==> config.mk <==
export PLATFORM = sky130hd
export DESIGN_NAME = bbs_sequencer
export DESIGN_NICKNAME = d
export VERILOG_FILES = /design/src/rtl/bbs_sequencer.sv
export SDC_FILE = /design/constraint.sdc
export NUM_CORES = 1
export LEC_CHECK = 0
export CAP_MARGIN = 10
export CELL_PAD_IN_SITES_DETAIL_PLACEMENT = 1
export CELL_PAD_IN_SITES_GLOBAL_PLACEMENT = 1
export CORE_UTILIZATION = 50
export DETAILED_ROUTE_END_ITERATION = 10
export GPL_TIMING_DRIVEN = 0
export PLACE_DENSITY = 0.88
export SLEW_MARGIN = 15
export SYNTH_ARGS = -nofsm -noshare
export SYNTH_HDL_FRONTEND = slang
export SYNTH_SLANG_ARGS = --single-unit
==> constraint.sdc <==
create_clock -name clk -period 32 [get_ports clk]
set_clock_uncertainty 0.2 [all_clocks]
set_input_delay 3.2 -clock clk [delete_from_list [all_inputs] [get_ports clk]]
set_output_delay 3.2 -clock clk [all_outputs]
set_load 0.05 [all_outputs]
==> src/rtl/bbs_sequencer.sv <==
// -----------------------------------------------------------------------------
// bbs_sequencer
//
// Blum Blum Shub bit generator. A range-checked seed is loaded into the state
// register x, then x <- x^2 mod MOD is iterated through one mod_multiplier
// instance. The LSB of each new state is shifted into a word; every OUT_BITS
// bits the word is presented on a valid/ready output handshake.
//
// Parameters: SIZE is the state / seed width, the modulus parameter is the
// Blum modulus (default 179*227), and OUT_BITS is the number of bits per
// output word (2..SIZE).
//
// Ports
//   clk        single clock, posedge
//   reset      asynchronous active-low reset
//   seed_in    seed value, sampled when seed_load=1
//   seed_load  load request
//   out_ready  consumer accepts the held word
//   out_valid  out_data holds a completed word
//   out_data   packed bits, first-generated bit in MSB
//   busy       high while squaring or capturing
//   seed_err   one-cycle pulse for a rejected seed
//   state_out  current BBS state x
// -----------------------------------------------------------------------------

// Registered modular squarer: out <= x^2 mod MOD on every clock edge.
//   clk    clock
//   reset  synchronous active-high clear
//   x      operand
//   out    registered square modulo MOD
module mod_multiplier #(
    parameter int unsigned SIZE = 16,
    parameter int unsigned MOD  = 40633
) (
    input  logic            clk,
    input  logic            reset,
    input  logic [SIZE-1:0] x,
    output logic [SIZE-1:0] out
);
    localparam logic [2*SIZE-1:0] MOD_W = (2*SIZE)'(MOD);

    logic [2*SIZE-1:0] square;
    logic [SIZE-1:0]   out_d;
    logic [SIZE-1:0]   out_q;

    always_comb begin
        square = {{SIZE{1'b0}}, x} * {{SIZE{1'b0}}, x};
        out_d  = SIZE'(square % MOD_W);
    end

    // NOTE: this register uses a synchronous clear, so it only clears on a
    // clock edge while reset is held; the sequencer never reads it outside
    // CAPTURE, so a stale value after an asynchronous reset is harmless.
    always_ff @(posedge clk) begin
        // NOTE: sequential state is always assigned with <= so every flop
        // samples the pre-edge values of its inputs.
        if (reset) out_q <= '0;
        else       out_q <= out_d;
    end

    assign out = out_q;
endmodule

module bbs_sequencer #(
    parameter int unsigned SIZE     = 16,
    parameter int unsigned MOD      = 40633,
    parameter int unsigned OUT_BITS = 8
) (
    input  logic                clk,
    input  logic                reset,
    input  logic [SIZE-1:0]     seed_in,
    input  logic                seed_load,
    input  logic                out_ready,
    output logic                out_valid,
    output logic [OUT_BITS-1:0] out_data,
    output logic                busy,
    output logic                seed_err,
    output logic [SIZE-1:0]     state_out
);
    localparam int unsigned     CW       = $clog2(OUT_BITS) + 1;
    localparam logic [CW-1:0]   LAST_CNT = CW'(OUT_BITS - 1);
    // Seeds 0, 1 and MOD-1 collapse to a fixed point; MOD and above are
    // out of range.
    localparam logic [SIZE-1:0] SEED_MIN = SIZE'(2);
    localparam logic [SIZE-1:0] SEED_MAX = SIZE'(MOD - 2);

    typedef enum logic [1:0] {
        IDLE,
        SQUARE,
        CAPTURE,
        HOLD
    } fsm_e;

    fsm_e                fsm_q, fsm_d;
    logic [SIZE-1:0]     x_q, x_d;
    logic [CW-1:0]       count_q, count_d;
    logic [OUT_BITS-1:0] shift_q, shift_d;
    logic [OUT_BITS-1:0] out_data_q, out_data_d;
    logic                out_valid_q, out_valid_d;
    logic                seed_err_q, seed_err_d;

    logic [SIZE-1:0]     mult_out;
    logic [OUT_BITS-1:0] shift_next;
    logic                seed_ok;
    logic                load_ok;
    logic                last_bit;

    mod_multiplier #(
        .SIZE (SIZE),
        .MOD  (MOD)
    ) u_mult (
        .clk   (clk),
        .reset (~reset),
        .x     (x_q),
        .out   (mult_out)
    );

    assign seed_ok    = (seed_in >= SEED_MIN) && (seed_in <= SEED_MAX);
    assign load_ok    = seed_load && seed_ok;
    assign last_bit   = (count_q == LAST_CNT);
    assign shift_next = {shift_q[OUT_BITS-2:0], mult_out[0]};

    // State register (FSM and datapath).
    always_ff @(posedge clk or negedge reset) begin
        if (!reset) begin
            fsm_q       <= IDLE;
            x_q         <= '0;
            count_q     <= '0;
            shift_q     <= '0;
            out_data_q  <= '0;
            out_valid_q <= 1'b0;
            seed_err_q  <= 1'b0;
        end else begin
            fsm_q       <= fsm_d;
            x_q         <= x_d;
            count_q     <= count_d;
            shift_q     <= shift_d;
            out_data_q  <= out_data_d;
            out_valid_q <= out_valid_d;
            seed_err_q  <= seed_err_d;
        end
    end

    // Next-state logic. A valid load overrides every state, including HOLD
    // with out_ready high: the held word is dropped.
    always_comb begin
        // NOTE: every signal assigned in a combinational block gets a default
        // first, so no path leaves it unassigned and no latch is inferred.
        fsm_d = fsm_q;
        unique case (fsm_q)
            IDLE:    fsm_d = IDLE;
            SQUARE:  fsm_d = CAPTURE;
            CAPTURE: fsm_d = last_bit ? HOLD : SQUARE;
            HOLD:    fsm_d = out_ready ? SQUARE : HOLD;
            default: fsm_d = IDLE;
        endcase
        if (load_ok) fsm_d = SQUARE;
    end

    // Datapath next values and outputs.
    always_comb begin
        x_d         = x_q;
        count_d     = count_q;
        shift_d     = shift_q;
        out_data_d  = out_data_q;
        out_valid_d = out_valid_q;
        seed_err_d  = seed_load && !seed_ok;

        if (load_ok) begin
            x_d         = seed_in;
            count_d     = '0;
            shift_d     = '0;
            out_valid_d = 1'b0;
        end else begin
            case (fsm_q)
                CAPTURE: begin
                    x_d     = mult_out;
                    shift_d = shift_next;
                    if (last_bit) begin
                        count_d     = '0;
                        out_data_d  = shift_next;
                        out_valid_d = 1'b1;
                    end else begin
                        count_d = count_q + CW'(1);
                    end
                end
                HOLD: begin
                    if (out_ready) out_valid_d = 1'b0;
                end
                default: ;
            endcase
        end

        busy      = (fsm_q == SQUARE) || (fsm_q == CAPTURE);
        out_valid = out_valid_q;
        out_data  = out_data_q;
        seed_err  = seed_err_q;
        state_out = x_q;
    end
endmodule

==> metrics.yaml, run 1 <==
required_ns: 31.99
outcome: "complete, no violations"
r2r_cells: 105
ys_cells: 2842
comb_cells: 2407
largestClassByArea: "multi-input combinational cells"
num_vias: 22600
grt_pass1_vias: 23600
top_cells_by_area: "fa_1, xnor2_1, ha_1, inv_1, nand2_1"
viasPerCell: 6.45
fin_ws_ns: 1.13
lay_top_count: "inv_1"
cp_slowest_cell: "dfrtp_1"
antenna_found_initial: 0
cp_max_fo: 13
path_delay_family: "AND-OR/OR-AND gates"
dieArea_um2: 44400
wl_met2_um: 38000
fillers: 5436
period_used_share: 0.965
grtUsageTotal: 0.333
clock-sinks: 55
final.setup.tns_ns: 0
top_area_frac: 0.153
grt_pass1_wl_um: 123000
routed_wl_um: 76100
yosysUniqueCellTypes: 143
syn_area_per_cell_um2: 7.66
topRoutingLayerUsed: "met4"
clkLatencyLatePin_ns: 0.29
io_pins: 47
cp.depth: 105
cp_num_buf_inv: 16
critPathMaxStageDelay_ns: 0.61
n_all_buffers: 158
relSlewSlack: 0.294
synthFlopType: "dfrtp_1"
worst_ep_arrival_time_ns: 30.86
synthTopCellsByCount: "inv_1, nand2_1, nor2_1"
hp-start: "out_data[7]"
aoi_share: 0.281
ys_seq_elements: 55
worstMarginPinSlew_ns: 1.05
worstSetupPathType: "reg2reg"
whs_ns: 0.305
comb_area_um2: 19500
seq_area_um2: 1300
cts_max_path_buffers: 2
r2r_start: "state_out[2]"
drive_gt1_frac: 0.113
placed_area_um2: 23000
place.gp.congestion: 0.912
place_ws_ns: -0.852
synthToLayoutAreaGrowth_pct: 9.70
max_freq_mhz: 32.4
r2r_end: "u_mult.out[11]"
buf_share: 0.0474
comb_share: 0.816
synth-simple-area-share: 0.232
h-tree-depth: 2
met1_usage: 0.422
utilization: 0.556
crit_start: "state_out[2]"
cts_made_buffers: 5
cts_root_buf: "clkbuf_16"
drv_cap: 0
ys_sh_xor: 0.100
postLayoutCellArea_um2: 23900
hold_end: "out_data[7]"
route.detailed.drc: 0
dr.pass1.iters: 5
yosys_warnings: 0
fa_ha_area_frac: 0.220
min_period_ns: 30.87
fin_nets: 3205
antennaDiodeCount: 0
==> run 1: kinds of logic (layout without fill, tap and decap cells) <==
family	count (synthesis)	after routing
adder cells (fa/ha/maj)	286	286
XOR/XNOR	242	242
buffers and inverters	380	450
AND-OR/OR-AND	799	799
AND/OR/NAND/NOR	1005	1005
flip-flops	55	55
multiplexers	75	75
==> run 1: what timing repair did <==
action,4_1_cts,5_1_grt
buffers inserted,0,19
gates cloned,0,0
pin swaps,0,15
setup endpoints to repair,16,16
resized,14,104
endpoints found under the hold margin,0,0
**Run 1: metal layers overlaid**

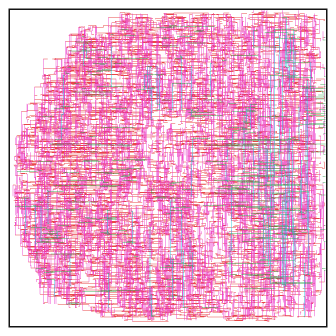
Key: red = M1 [wire length 32.3 mm]; green = M3 [wire length 3260 um]; cyan = M4 [wire length 2520 um]; magenta = M2 [wire length 38.0 mm]

**Run 1: cell placement**

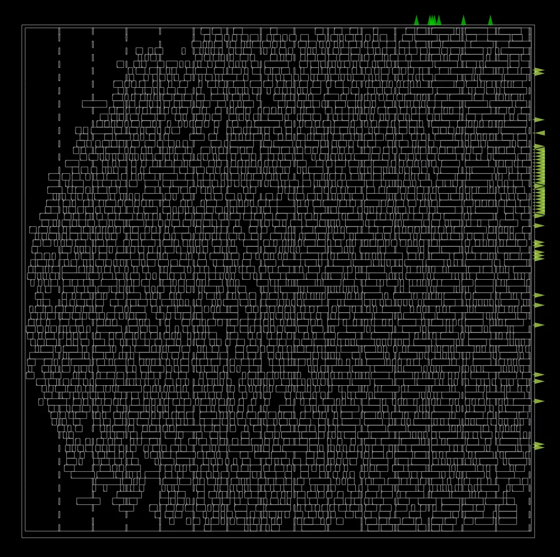
n_taps: 585
CORE AREA: 43000 um^2
post-route insts no fill: 3497
row cnt: 76

**Run 1: pin map**

Pins as bars across the die edge, other pins in gray.
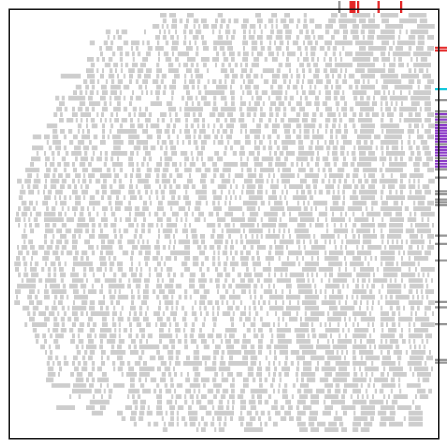
Key: cyan = out_valid [pins 1, direction output, edge right]; purple = seed_in [pins 16, direction input, edge right]; red = out_data [pins 8, direction output, edge 6 top, 2 right]
All pins by edge: 40 right, 7 top.
port bufs: 46
die width: 211 um
die span in y: 211 um

==> run 2, diff against run 1 <==
CAP_MARGIN = 20   (was 10)
HOLD_SLACK_MARGIN = 0.03   (was default)
RECOVER_POWER = 100   (was default)
**Run 2: pin map**

Pins as bars across the die edge, other pins in gray.
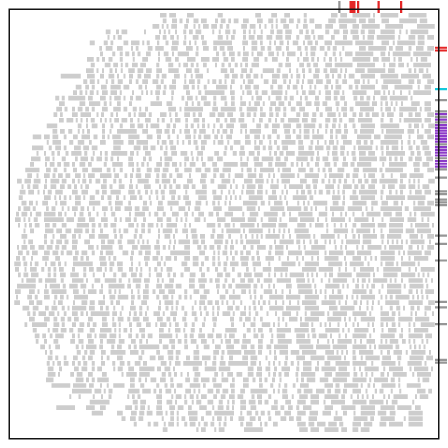
Key: purple = seed_in [pins 16, direction input, edge right]; cyan = out_valid [pins 1, direction output, edge right]; red = out_data [pins 8, direction output, edge 6 top, 2 right]
All pins by edge: 40 right, 7 top.

**Run 2: cell placement**

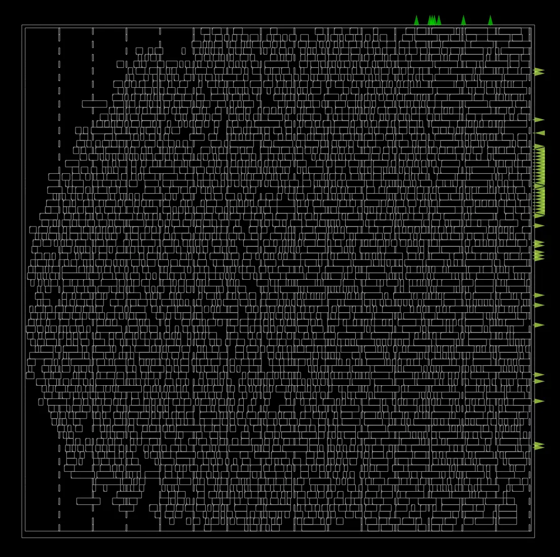
flop share of the area: 0.0545
fill cell count: 5439
final core occ: 0.555
flop count: 55

==> metrics.yaml, run 2 <==
routed_wl_um: 76100
critPathMaxStageDelay_ns: 0.62
yosys_warnings: 0
postLayoutCellArea_um2: 23900
yosysMostFrequentCell: "inv_1"
yosysUniqueCellTypes: 143
ys_seq_elements: 55
drive_gt1_frac: 0.112
min_period_ns: 30.92
grtUsageMet2: 0.595
wl_met2_um: 38200
io_buffers: 46
viasPerCell: 6.43
whs_ns: 0.299
grt_pass1_vias: 23600
grtUsageTotal: 0.333
topRoutingLayerUsed: "met4"
grt_pass1_wl_um: 123000
antenna_found_initial: 0
synthToLayoutAreaGrowth_pct: 9.59
route.detailed.drc: 0
hold_end: "out_data[7]"
place.gp.congestion: 0.912
max_freq_mhz: 32.3
drv_cap: 0
fin_ws_ns: 1.08
core_area_um2: 43000
path_delay_family: "AND-OR/OR-AND gates"
dr.pass1.iters: 5
final.setup.tns_ns: 0
clock-sinks: 55
fa_ha_area_frac: 0.220
relSlewSlack: 0.139
crit_start: "state_out[2]"
top_area_frac: 0.153
num_vias: 22500
clkLatencyLatePin_ns: 0.30
cts_made_buffers: 5
antennaDiodeCount: 0
met1_usage: 0.422
lay_top_count: "inv_1"
whs_path_depth: 1
cts_root_buf: "clkbuf_16"
cp_max_fo: 13
r2r_cells: 105
period_used_share: 0.966
ys_sh_xor: 0.100
worstMarginPinSlew_ns: 1.29
placed_area_um2: 23000
cp.depth: 105
aoi_share: 0.281
fin_nets: 3205
die_w_um: 211
place_ws_ns: -0.852
outcome: "complete, no violations"
dieArea_um2: 44400
ys_cells: 2842
dieHeight_um: 211
synth-simple-area-share: 0.232
rows: 76
r2r_start: "state_out[2]"
required_ns: 31.99
h-tree-depth: 2
## run 2: what timing repair did
| action | in CTS | in global routing |
|---|---|---|
| endpoints found under the setup margin | 16 | 16 |
| resized | 14 | 104 |
| buffers inserted | 0 | 19 |
| hold buffers | 0 | 0 |
| pin swaps | 0 | 15 |
| gates cloned | 0 | 0 |
## run 2: area by class of cell
type                            count  area, um^2  area share
Clock buffer                        6         139     0.00582
Tap cell                          585         732      0.0307
Buffer                             92         493      0.0207
Sequential cell                    55        1300      0.0545
Multi-Input combinational cell   2407       19500       0.816
Clock inverter                      2        35.0     0.00147
Timing Repair Buffer               66         613      0.0257
Inverter                          284        1070      0.0447
